--- config.mk ---
export PLATFORM = sky130hd
export DESIGN_NAME = pc_fetch_ctrl
export DESIGN_NICKNAME = d
export VERILOG_FILES = /design/src/rtl/pc_fetch_ctrl.sv
export SDC_FILE = /design/constraint.sdc
export NUM_CORES = 1
export LEC_CHECK = 0
export CORE_AREA = 10 10 154 156
export DETAILED_ROUTE_END_ITERATION = 12
export DIE_AREA = 0 0 164 166
export PLACE_DENSITY = 0.79
export SLEW_MARGIN = 30
export SYNTH_ARGS = -nofsm -noshare
export SYNTH_HDL_FRONTEND = slang
export SYNTH_SLANG_ARGS = --single-unit
--- constraint.sdc ---
create_clock -name i_clk -period 5.7 [get_ports i_clk]
set_input_delay 0.855 -clock i_clk [delete_from_list [all_inputs] [get_ports i_clk]]
set_output_delay 0.855 -clock i_clk [all_outputs]
set_load 0.01 [all_outputs]
--- src/rtl/pc_fetch_ctrl.sv ---
// rtl/pc_fetch_ctrl.sv - instruction-fetch sequencer owning the core program counter
//
// Issues one instruction-memory request at a time, presents fetched words to
// decode, holds them across decode stalls, applies trap / redirect with
// priority trap > redirect > sequential, and drains any in-flight request
// whose data a redirect has made stale.
//
// Ports:
//   i_clk, i_rst                  clock (rising edge), async active-high reset
//   i_stall                       decode cannot accept the presented instruction
//   i_redirect_vld, i_redirect_pc taken branch/jump and its target
//   i_trap                        exception/interrupt, vector to TRAP_VEC
//   o_imem_req, o_imem_addr       fetch request, address held until acked
//   i_imem_ack, i_imem_rdata      request accepted, instruction word this cycle
//   o_inst_vld, o_inst, o_inst_pc instruction presented to decode
//   o_pc                          architectural fetch pointer
//   o_misalign                    one-cycle pulse for a misaligned redirect target
module pc_fetch_ctrl #(
    parameter logic [31:0] RESET_VEC = 32'h0000_0000,
    parameter logic [31:0] TRAP_VEC  = 32'h0000_0100
) (
    input  logic        i_clk,
    input  logic        i_rst,
    input  logic        i_stall,
    input  logic        i_redirect_vld,
    input  logic [31:0] i_redirect_pc,
    input  logic        i_trap,
    output logic        o_imem_req,
    output logic [31:0] o_imem_addr,
    input  logic        i_imem_ack,
    input  logic [31:0] i_imem_rdata,
    output logic        o_inst_vld,
    output logic [31:0] o_inst,
    output logic [31:0] o_inst_pc,
    output logic [31:0] o_pc,
    output logic        o_misalign
);

    localparam logic [31:0] NOP = 32'h0000_0013;

    typedef enum logic [1:0] {
        ST_BOOT  = 2'd0,
        ST_REQ   = 2'd1,
        ST_HOLD  = 2'd2,
        ST_DRAIN = 2'd3
    } state_t;

    state_t      r_state;
    state_t      w_state_nxt;
    logic [31:0] r_pc;
    logic [31:0] w_pc_nxt;
    logic [31:0] r_addr;
    logic [31:0] w_addr_nxt;
    logic [31:0] r_inst;
    logic [31:0] w_inst_nxt;
    logic [31:0] r_inst_pc;
    logic [31:0] w_inst_pc_nxt;
    logic        r_inst_vld;
    logic        w_inst_vld_nxt;
    logic [31:0] r_skid;
    logic [31:0] w_skid_nxt;
    logic [31:0] r_skid_pc;
    logic [31:0] w_skid_pc_nxt;
    logic        r_skid_vld;
    logic        w_skid_vld_nxt;
    logic        r_misalign;

    logic        w_req;
    logic        w_redir;
    logic        w_mis;
    logic [31:0] w_target;
    logic [31:0] w_pc_inc;

    // A trap masks the redirect entirely, so it never reports a misalignment.
    assign w_mis    = i_redirect_vld & ~i_trap & (|i_redirect_pc[1:0]);
    assign w_redir  = i_trap | i_redirect_vld;
    assign w_target = (i_trap | w_mis) ? TRAP_VEC : i_redirect_pc;
    assign w_req    = (r_state == ST_REQ) || (r_state == ST_DRAIN);
    assign w_pc_inc = r_pc + 32'd4;

    always_ff @(posedge i_clk or posedge i_rst) begin
        if (i_rst) begin
            r_state    <= ST_BOOT;
            r_pc       <= RESET_VEC;
            r_addr     <= RESET_VEC;
            r_inst     <= NOP;
            r_inst_pc  <= 32'h0000_0000;
            r_inst_vld <= 1'b0;
            r_skid     <= NOP;
            r_skid_pc  <= 32'h0000_0000;
            r_skid_vld <= 1'b0;
            r_misalign <= 1'b0;
        end else begin
            r_state    <= w_state_nxt;
            r_pc       <= w_pc_nxt;
            r_addr     <= w_addr_nxt;
            r_inst     <= w_inst_nxt;
            r_inst_pc  <= w_inst_pc_nxt;
            r_inst_vld <= w_inst_vld_nxt;
            r_skid     <= w_skid_nxt;
            r_skid_pc  <= w_skid_pc_nxt;
            r_skid_vld <= w_skid_vld_nxt;
            r_misalign <= w_mis;
        end
    end

    always_comb begin
        w_state_nxt    = r_state;
        w_pc_nxt       = r_pc;
        w_addr_nxt     = r_addr;
        w_inst_nxt     = r_inst;
        w_inst_pc_nxt  = r_inst_pc;
        w_inst_vld_nxt = r_inst_vld;
        w_skid_nxt     = r_skid;
        w_skid_pc_nxt  = r_skid_pc;
        w_skid_vld_nxt = r_skid_vld;

        if (w_redir) begin
            // Flush everything already fetched; an unacked request must still
            // complete on the memory side, so it is drained with its old address.
            w_pc_nxt       = w_target;
            w_inst_vld_nxt = 1'b0;
            w_skid_vld_nxt = 1'b0;
            if (w_req && !i_imem_ack) begin
                w_state_nxt = ST_DRAIN;
            end else begin
                w_state_nxt = ST_REQ;
                w_addr_nxt  = w_target;
            end
        end else begin
            unique case (r_state)
                ST_BOOT: begin
                    w_state_nxt = ST_REQ;
                    w_addr_nxt  = r_pc;
                end
                ST_REQ: begin
                    if (i_imem_ack) begin
                        w_pc_nxt   = w_pc_inc;
                        w_addr_nxt = w_pc_inc;
                        if (r_inst_vld && i_stall) begin
                            // Decode still owns the presented word; park the new
                            // one so neither is lost, and stop fetching.
                            w_skid_nxt     = i_imem_rdata;
                            w_skid_pc_nxt  = r_addr;
                            w_skid_vld_nxt = 1'b1;
                            w_state_nxt    = ST_HOLD;
                        end else begin
                            w_inst_nxt     = i_imem_rdata;
                            w_inst_pc_nxt  = r_addr;
                            w_inst_vld_nxt = 1'b1;
                            if (i_stall) begin
                                w_state_nxt = ST_HOLD;
                            end
                        end
                    end else if (r_inst_vld && !i_stall) begin
                        w_inst_vld_nxt = 1'b0;
                    end
                end
                ST_HOLD: begin
                    if (!i_stall) begin
                        // Presented word is consumed this cycle.
                        w_state_nxt = ST_REQ;
                        w_addr_nxt  = r_pc;
                        if (r_skid_vld) begin
                            w_inst_nxt     = r_skid;
                            w_inst_pc_nxt  = r_skid_pc;
                            w_inst_vld_nxt = 1'b1;
                            w_skid_vld_nxt = 1'b0;
                        end else begin
                            w_inst_vld_nxt = 1'b0;
                        end
                    end
                end
                ST_DRAIN: begin
                    // Stale data is dropped; nothing is presented meanwhile.
                    if (i_imem_ack) begin
                        w_state_nxt = ST_REQ;
                        w_addr_nxt  = r_pc;
                    end
                end
                default: begin
                    w_state_nxt = ST_BOOT;
                end
            endcase
        end
    end

    assign o_imem_req  = w_req;
    assign o_imem_addr = r_addr;
    assign o_inst_vld  = r_inst_vld;
    assign o_inst      = r_inst;
    assign o_inst_pc   = r_inst_pc;
    assign o_pc        = r_pc;
    assign o_misalign  = r_misalign;

endmodule

==> images/power_grid.png <==
Drawn at 2 px/um. Pins as bars on the die edge.
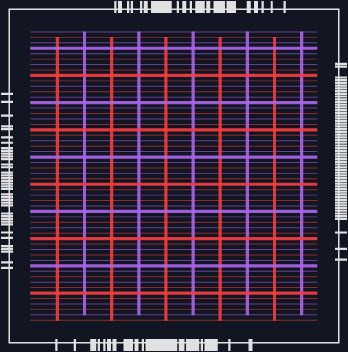
VDD: marked purple. VSS: marked red.
201 signal pins sit on the boundary. 54 met1 rails follow the rows.

==> images/cell_density.png <==
Drawn at 2 px/um. 16 x 17 tiles, from black (low) to pale yellow (high), 0 to 100% covered.
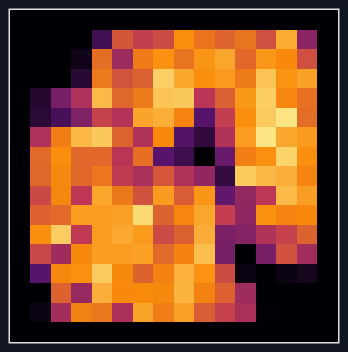
The emptiest ninth of the die: lower right. The fullest tile reaches 94%. The mean over all tiles is 44%. 24% of the tiles are over 75% full. 29% of the tiles are nearly empty.

==> CHANGELOG.md <==
### Physical design

* Final period util at 0.549
* Gr busiest metal: met2
* Worst min-delay path startpoint: o_inst[23]
* Combinational Area at 4250 sq um
* Die W at 164 um
* Final Core Density at 0.596
* Chip Area, Yosys at 9490 sq um
* Layout Cells excl Fill at 1367
* Most common cell in the netlist: dfrtp_1
* Post-synthesis cell type count at 63
* WP data arrival at 3.44 ns
* Placed instance area at 11700 sq um
* Adder Area Share at 0.00132
* Cell family with most CP delay: simple AND/OR/NAND/NOR gates
* Layout cells sized above 1 at 0.125
* Max VDD drop at 0.170 mV
* Xor/xnor share at 0.0212
* First DRT Iteration DRCs at 546
* Logic Gate Count at 648
* Clock sink count at around 200
* Core area at 20700 sq um
* Routed length per instance at 19.2 um
* CP max stage cell: and4_4
* Setup crit end: r_skid[31]
* Total tool warning count at 28
* Final TNS setup at 0 ns
* Initial Utilization at 0.459
* Pre-CTS WS at 2.04 ns
* P_clk at 1280 uW
* Comb area share at 0.345
* Synth top area share at 0.504
* Outcome: completed
* CP required at ~6 ns
* GRT met1 Usage at 0.246
==> images/clocks.png <==
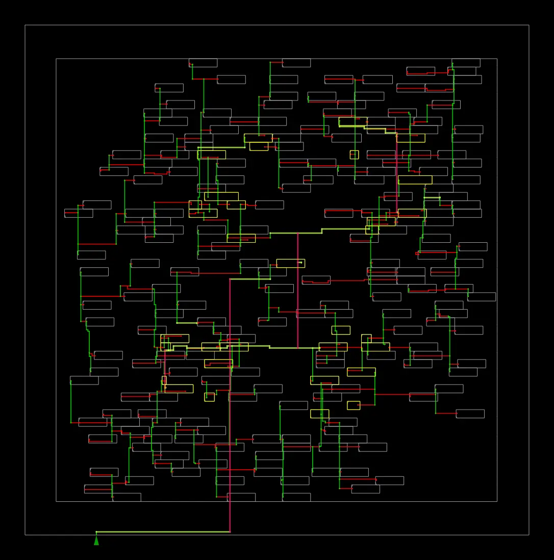
Flops: 197
TritonCTS Buffers: 17
Worst Skew: 0.0154 ns

Power and IR drop assume default switching activity.
